Close-up of the layout:
Bar = 10 um. Window x 61 to 101, y 29 to 69 um. Cells in gray, sequential cells in the stronger gray; small squares are vias.
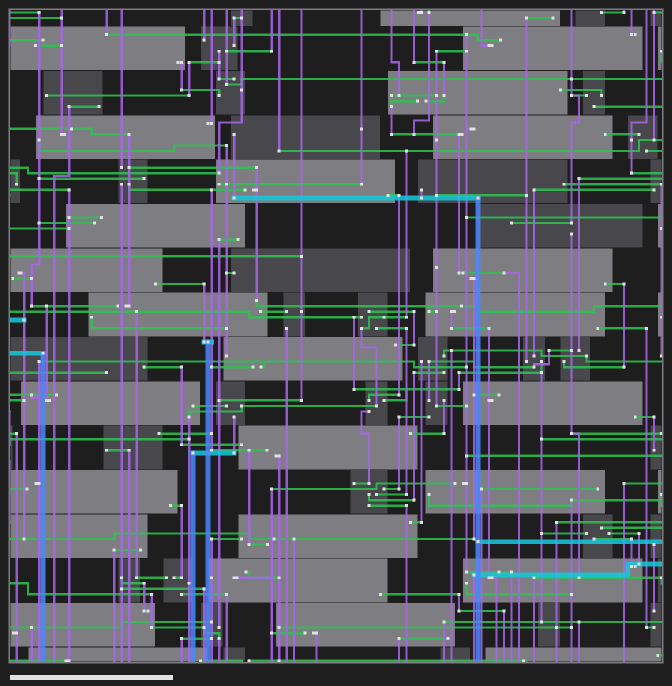
Routing congestion:
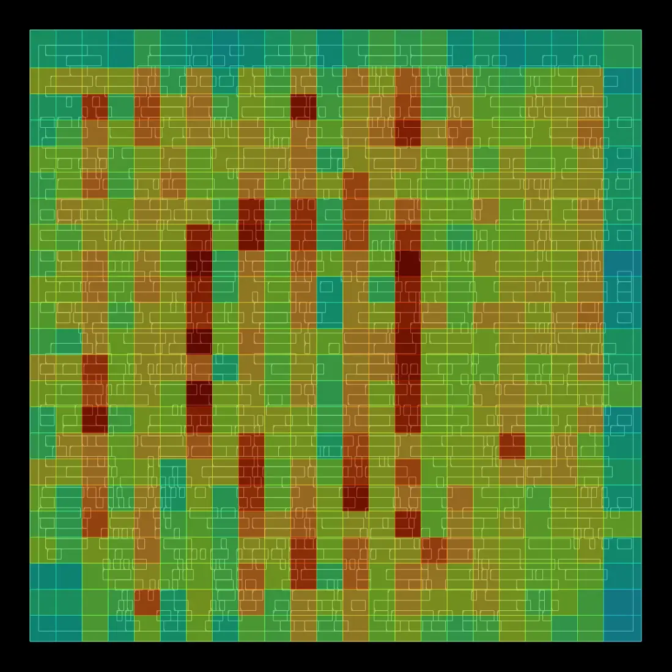
Metal 2:
Bar = 50 um.
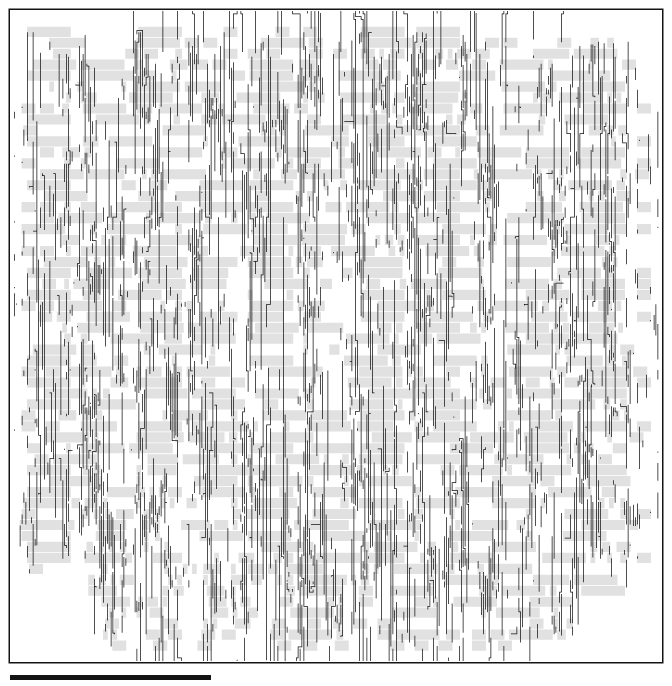
[config.mk]
export PLATFORM = sky130hd
export DESIGN_NAME = inst_queue
export DESIGN_NICKNAME = d
export VERILOG_FILES = /design/src/rtl/inst_queue.sv
export SDC_FILE = /design/constraint.sdc
export NUM_CORES = 1
export LEC_CHECK = 0
export ABC_AREA = 1
export ABC_CLOCK_PERIOD_IN_PS = 14700
export CAP_MARGIN = 20
export CELL_PAD_IN_SITES_DETAIL_PLACEMENT = 1
export CELL_PAD_IN_SITES_GLOBAL_PLACEMENT = 2
export CORE_MARGIN = 2
export CORE_UTILIZATION = 42
export CTS_CLUSTER_DIAMETER = 50
export CTS_CLUSTER_SIZE = 10
export DETAILED_ROUTE_END_ITERATION = 16
export GPL_ROUTABILITY_DRIVEN = 1
export PLACE_DENSITY_LB_ADDON = 0.1
export RECOVER_POWER = 25
export SYNTH_ARGS = -nofsm -noshare
export SYNTH_HDL_FRONTEND = slang
export SYNTH_SLANG_ARGS = --single-unit
[constraint.sdc]
create_clock -name clk -period 14.7 [get_ports clk]
set_input_delay 4.41 -clock clk [delete_from_list [all_inputs] [get_ports clk]]
set_output_delay 4.41 -clock clk [all_outputs]
set_load 0.1 [all_outputs]
[src/rtl/inst_queue.sv]
// Instruction buffer between fetch and decode: a DEPTH-entry FIFO of {pc, instr}.
// The head falls through to decode with a predecode flag that marks U-type (LUI/AUIPC) instructions.
module inst_queue #(
    parameter int DEPTH = 4,
    parameter int XLEN  = 32
) (
    input  logic                     clk,
    input  logic                     rst_n,
    input  logic                     flush,
    input  logic                     in_valid,
    output logic                     in_ready,
    input  logic [XLEN-1:0]          in_pc,
    input  logic [31:0]              in_instr,
    output logic                     out_valid,
    input  logic                     out_ready,
    output logic [XLEN-1:0]          out_pc,
    output logic [31:0]              out_instr,
    output logic                     out_is_utype,
    output logic [$clog2(DEPTH):0]   count
);

    localparam int PW = $clog2(DEPTH);
    localparam int CW = PW + 1;
    localparam logic [CW-1:0] FULL_C = CW'(DEPTH);

    logic [PW-1:0]   wr_ptr_q, wr_ptr_d;
    logic [PW-1:0]   rd_ptr_q, rd_ptr_d;
    logic [CW-1:0]   count_q,  count_d;
    logic [XLEN-1:0] pc_mem_q    [DEPTH];
    logic [31:0]     instr_mem_q [DEPTH];
    logic            utype_mem_q [DEPTH];
    logic            push_s;
    logic            pop_s;

    function automatic logic is_utype_op(input logic [6:0] opcode);
        return (opcode == 7'b0110111) || (opcode == 7'b0010111);
    endfunction

    // Handshakes: in_ready deliberately ignores out_ready, so a full queue never bypasses.
    always_comb begin
        in_ready  = (count_q != FULL_C);
        out_valid = (count_q != {CW{1'b0}});
        push_s    = in_valid & in_ready;
        pop_s     = out_valid & out_ready;
    end

    assign out_pc       = pc_mem_q[rd_ptr_q];
    assign out_instr    = instr_mem_q[rd_ptr_q];
    assign out_is_utype = utype_mem_q[rd_ptr_q];
    assign count        = count_q;

    // Next-state for pointers and occupancy; flush overrides any transfer this cycle.
    always_comb begin
        wr_ptr_d = wr_ptr_q;
        rd_ptr_d = rd_ptr_q;
        count_d  = count_q;
        if (flush) begin
            wr_ptr_d = {PW{1'b0}};
            rd_ptr_d = {PW{1'b0}};
            count_d  = {CW{1'b0}};
        end else begin
            if (push_s) begin
                wr_ptr_d = wr_ptr_q + PW'(1);
            end else begin
                wr_ptr_d = wr_ptr_q;
            end
            if (pop_s) begin
                rd_ptr_d = rd_ptr_q + PW'(1);
            end else begin
                rd_ptr_d = rd_ptr_q;
            end
            case ({push_s, pop_s})
                2'b10:   count_d = count_q + CW'(1);
                2'b01:   count_d = count_q - CW'(1);
                default: count_d = count_q;
            endcase
        end
    end

    // Control state register with synchronous active-low reset.
    always_ff @(posedge clk) begin
        if (!rst_n) begin
            wr_ptr_q <= {PW{1'b0}};
            rd_ptr_q <= {PW{1'b0}};
            count_q  <= {CW{1'b0}};
        end else begin
            wr_ptr_q <= wr_ptr_d;
            rd_ptr_q <= rd_ptr_d;
            count_q  <= count_d;
        end
    end

    // Entry storage is not reset; the predecode flag is captured alongside the entry.
    always_ff @(posedge clk) begin
        if (rst_n && !flush && push_s) begin
            pc_mem_q[wr_ptr_q]    <= in_pc;
            instr_mem_q[wr_ptr_q] <= in_instr;
            utype_mem_q[wr_ptr_q] <= is_utype_op(in_instr[6:0]);
        end
    end

endmodule

==> results.yml <==
# yosys + openroad results
timing:
  finalCriticalPeriod_ns: 8.28
  grt_setup_unrepaired: "false"
  whs_ns: 0.501
  final_hold_viol_count: 0
  max_slew.worst_pin.slew_ns: 1.06
  period_used_pct: 56.3
  drv_slew: 0
  slew_headroom_pct: 29.2
  fmax_mhz: 121
  skew_ns: 0.0119
  setup-tns-final_ns: 0
  final-setup-viol-count: 0
drt:
  drt-met1-wl_mm: 10.1
  firstDrtPassIters: 4
  routed_via_density: 5.37
  drc: 0
  route.met2.wl_mm: 12.6
  wl_met3_mm: 1.16
  highest_layer: "met5"
  ant_nets: 0
  drt-initial-drc-count: 322
power:
  power_leader: "sequential cells"
  internal-power_w: 0.00136
  pwr_density_cell_nw_per_um2: 135
  p_sw_w: 0.000409
  pg_clk_w: 0.000757
  combinationalPowerShare_pct: 8.9
  power.share.switching_pct: 23.1
  pwr-share-seq_pct: 48.3
  p_comb_w: 0.000158
  max-vdd-ir-drop_v: 0.0000728
  seq-power_w: 0.000856
  power_frac_clock_pct: 42.7
  power_leakage_nw: 4.30
setup_path:
  critPathArrivalTime_ns: 3.87
  rr_endpoint: "instr_mem_q[0][30]$_DFFE_PP_"
  crit_buf_inv: 4
  r2r_cells: 5
  max_stage_delay_ns: 1.20
  crit_slowest_cell: "clkdlybuf4s50_1"
  crit_end: "out_pc[29]"
  crit_required_ns: 10.29
  endpoint_kind: "output port"
  crit_family: "buffers and inverters"
  crit_chain: "inv_6, buf_4, buf_16, o21ai_1, o22ai_1, clkdlybuf4s50_1"
  worstReg2RegStart: "count[1]$_SDFFE_PP0P_"
  startpoint_type: "flop"
  worst-path-stages: 6
  crit_path_max_fanout: 67
  critical_path_class: "flop to output port"
  rrSetupSlack_ns: 12.21
clock_tree:
  cts_max_level: 2
  ctsHoldBuffers: 0
  clkSinkCount: 269
  root_buffer: "clkbuf_16"
  tritoncts: "built"
  clk_latency_ns: 0.50
  cts_resized: 0
  cts_setup_buffers: 0
  clock_path_buffers: 3
  cts_buffers: 34
  clk_pin_slew_ns: 0.05
global_routing:
  grt_first_pass_wirelength_mm: 38.6
  grt_max_degree: 83
  grt_pass1_vias: 7123
  grt.busiest_layer: "met2"
  antenna_found_initial: 4
  grt_overflow: 0
  use_met2_pct: 34.3
logic_synthesis:
  synth_area_sq_um: 10500
  yosysUniqueCellTypes: 26
  ys.flop_type: "edfxtp_1"
  top_cells_by_area: "edfxtp_1 (75%), nor2_1 (4.5%), o21ai_0 (4.4%)"
  synth_flops: 269
  yosys.area.top_type_share_pct: 74.6
  ys_cells: 705
  largest_area_cell: "edfxtp_1"
  syn_area_per_cell_sq_um: 14.8
  ys_warn_count: 0
  synth-edff-count: 260
  ys_seq_share_pct: 76.4
  synthCells: 705
  ys_area_sq_um: 10500
  synthArstFlopShare_pct: 0
  floorplan.nets: 780
  yosysMostFrequentCell: "edfxtp_1"
  common_cells: "edfxtp_1 (260), nor2_1 (125), o21ai_0 (92)"
floorplan:
  rows: 57
  dieArea_sq_um: 26200
  die_y_um: 162
  fp-utilization_pct: 42.9
  io_pins: 139
  die_w_um: 162
  core_area_sq_um: 24400
flow_run:
  tool_warnings: 29
  cap_violations: 0
final_layout:
  drive_gt1_share_pct: 12.2
  synthToLayoutAreaGrowth_pct: 25.3
  num-fill-cells: 2368
  nets: 921
hold_path:
  worstHoldStart: "rd_ptr_q[1]$_SDFFE_PP0P_"
  min_path_type: "flop to flop"
  holdPathStages: 2
placement:
  portBuffers: 138
  globalplace.congestion: 0.752
  dpl.hpwl_mm: 13.4
outcome:
  status: "completed"
About 'close-up of the layout':
M3 -> cyan
M2 -> purple
M1 -> green
M4 -> blue
sequential cells in the window = 23
netlist names of flops here include = instr_mem_q (21), pc_mem_q (2)
cells with their middle in the window = 50
most frequent = edfxtp_1 (23), nor2_1 (8), o21ai_0 (5)

About 'routing congestion':
met3 global-route usage: 3.73%
gr usage total: 19.1%
wire length per cell: 20.8 um
met1 usage: 22.7%

About 'metal 2':
longest straight run = 65.4 um
wire length on this layer = 12,600 um
share of all routed wire = 51%
nets with wire on the layer = 831
main direction = vertical
via total after detailed routing: 6,384
Detailed Route WL: 24.7 mm

==> cell usage in the layout (no fill, tap or decap), types with 10 or more instances in the layout <==
cell type        synthesis  final
edfxtp_1               260    260
nor2_1                 125    121
clkdlybuf4s50_1          0     99
o21ai_0                 92     92
o22ai_1                 45     45
dlygate4sd3_1            0     39
clkbuf_16                0     37
o21ai_1                 35     35
nor2_4                  20     24
o22ai_2                 20     20
inv_1                   16     16
nand2_1                 15     15
clkbuf_1                20     10
==> cells by family after synthesis <==
family	Yosys count	synth area share [%]
flip-flops	269	76.4
AND-OR/OR-AND	201	11.8
AND/OR/NAND/NOR	167	7.55
buffers and inverters	62	3.50
adder cells (fa/ha/maj)	6	0.789
==> worst register-to-register path, delay by kind of cell (launching register included) <==
kind	cells	cell delay (ns)
flip-flops	1	0.38
buffers and inverters	1	0.79
AND-OR/OR-AND	1	0.29
AND/OR/NAND/NOR	3	0.56
==> area by class of cell <==
class	instances	area, sq um	share of cell area, %
clock buffers	47	963	7.35
clock inverters	5	48.8	0.372
flip-flops and latches	269	7990	61.0
well taps	324	405	3.09
diodes	3	7.51	0.0573
multi-input cells	374	2140	16.3
repair buffers	147	1470	11.2
inverters	20	80.1	0.611
==> metrics by stage <==
stage          util [%]  cells  setup slack, ns  instance area (sq um)  power (W)
6_report           53.7   1189             6.42                  13100    0.00177
2_1_floorplan         -    705             6.62                  10500   0.000977
4_1_cts            53.6   1185             6.02                  13100    0.00179
3_3_place_gp       49.4   1133             6.69                  12100    0.00103
5_1_grt            53.7   1188             6.21                  13100    0.00182
3_5_place_dp       49.4   1133             6.57                  12100    0.00103
==> sequential cells by signal, summed over array words and instances, names as in the netlist, named ones only <==
name,flops
wr_ptr_q,2
utype_mem_q,4
count,3
rd_ptr_q,2
instr_mem_q,128
pc_mem_q,128
Power figures rest on the tool's default switching activity, not on a simulated workload.
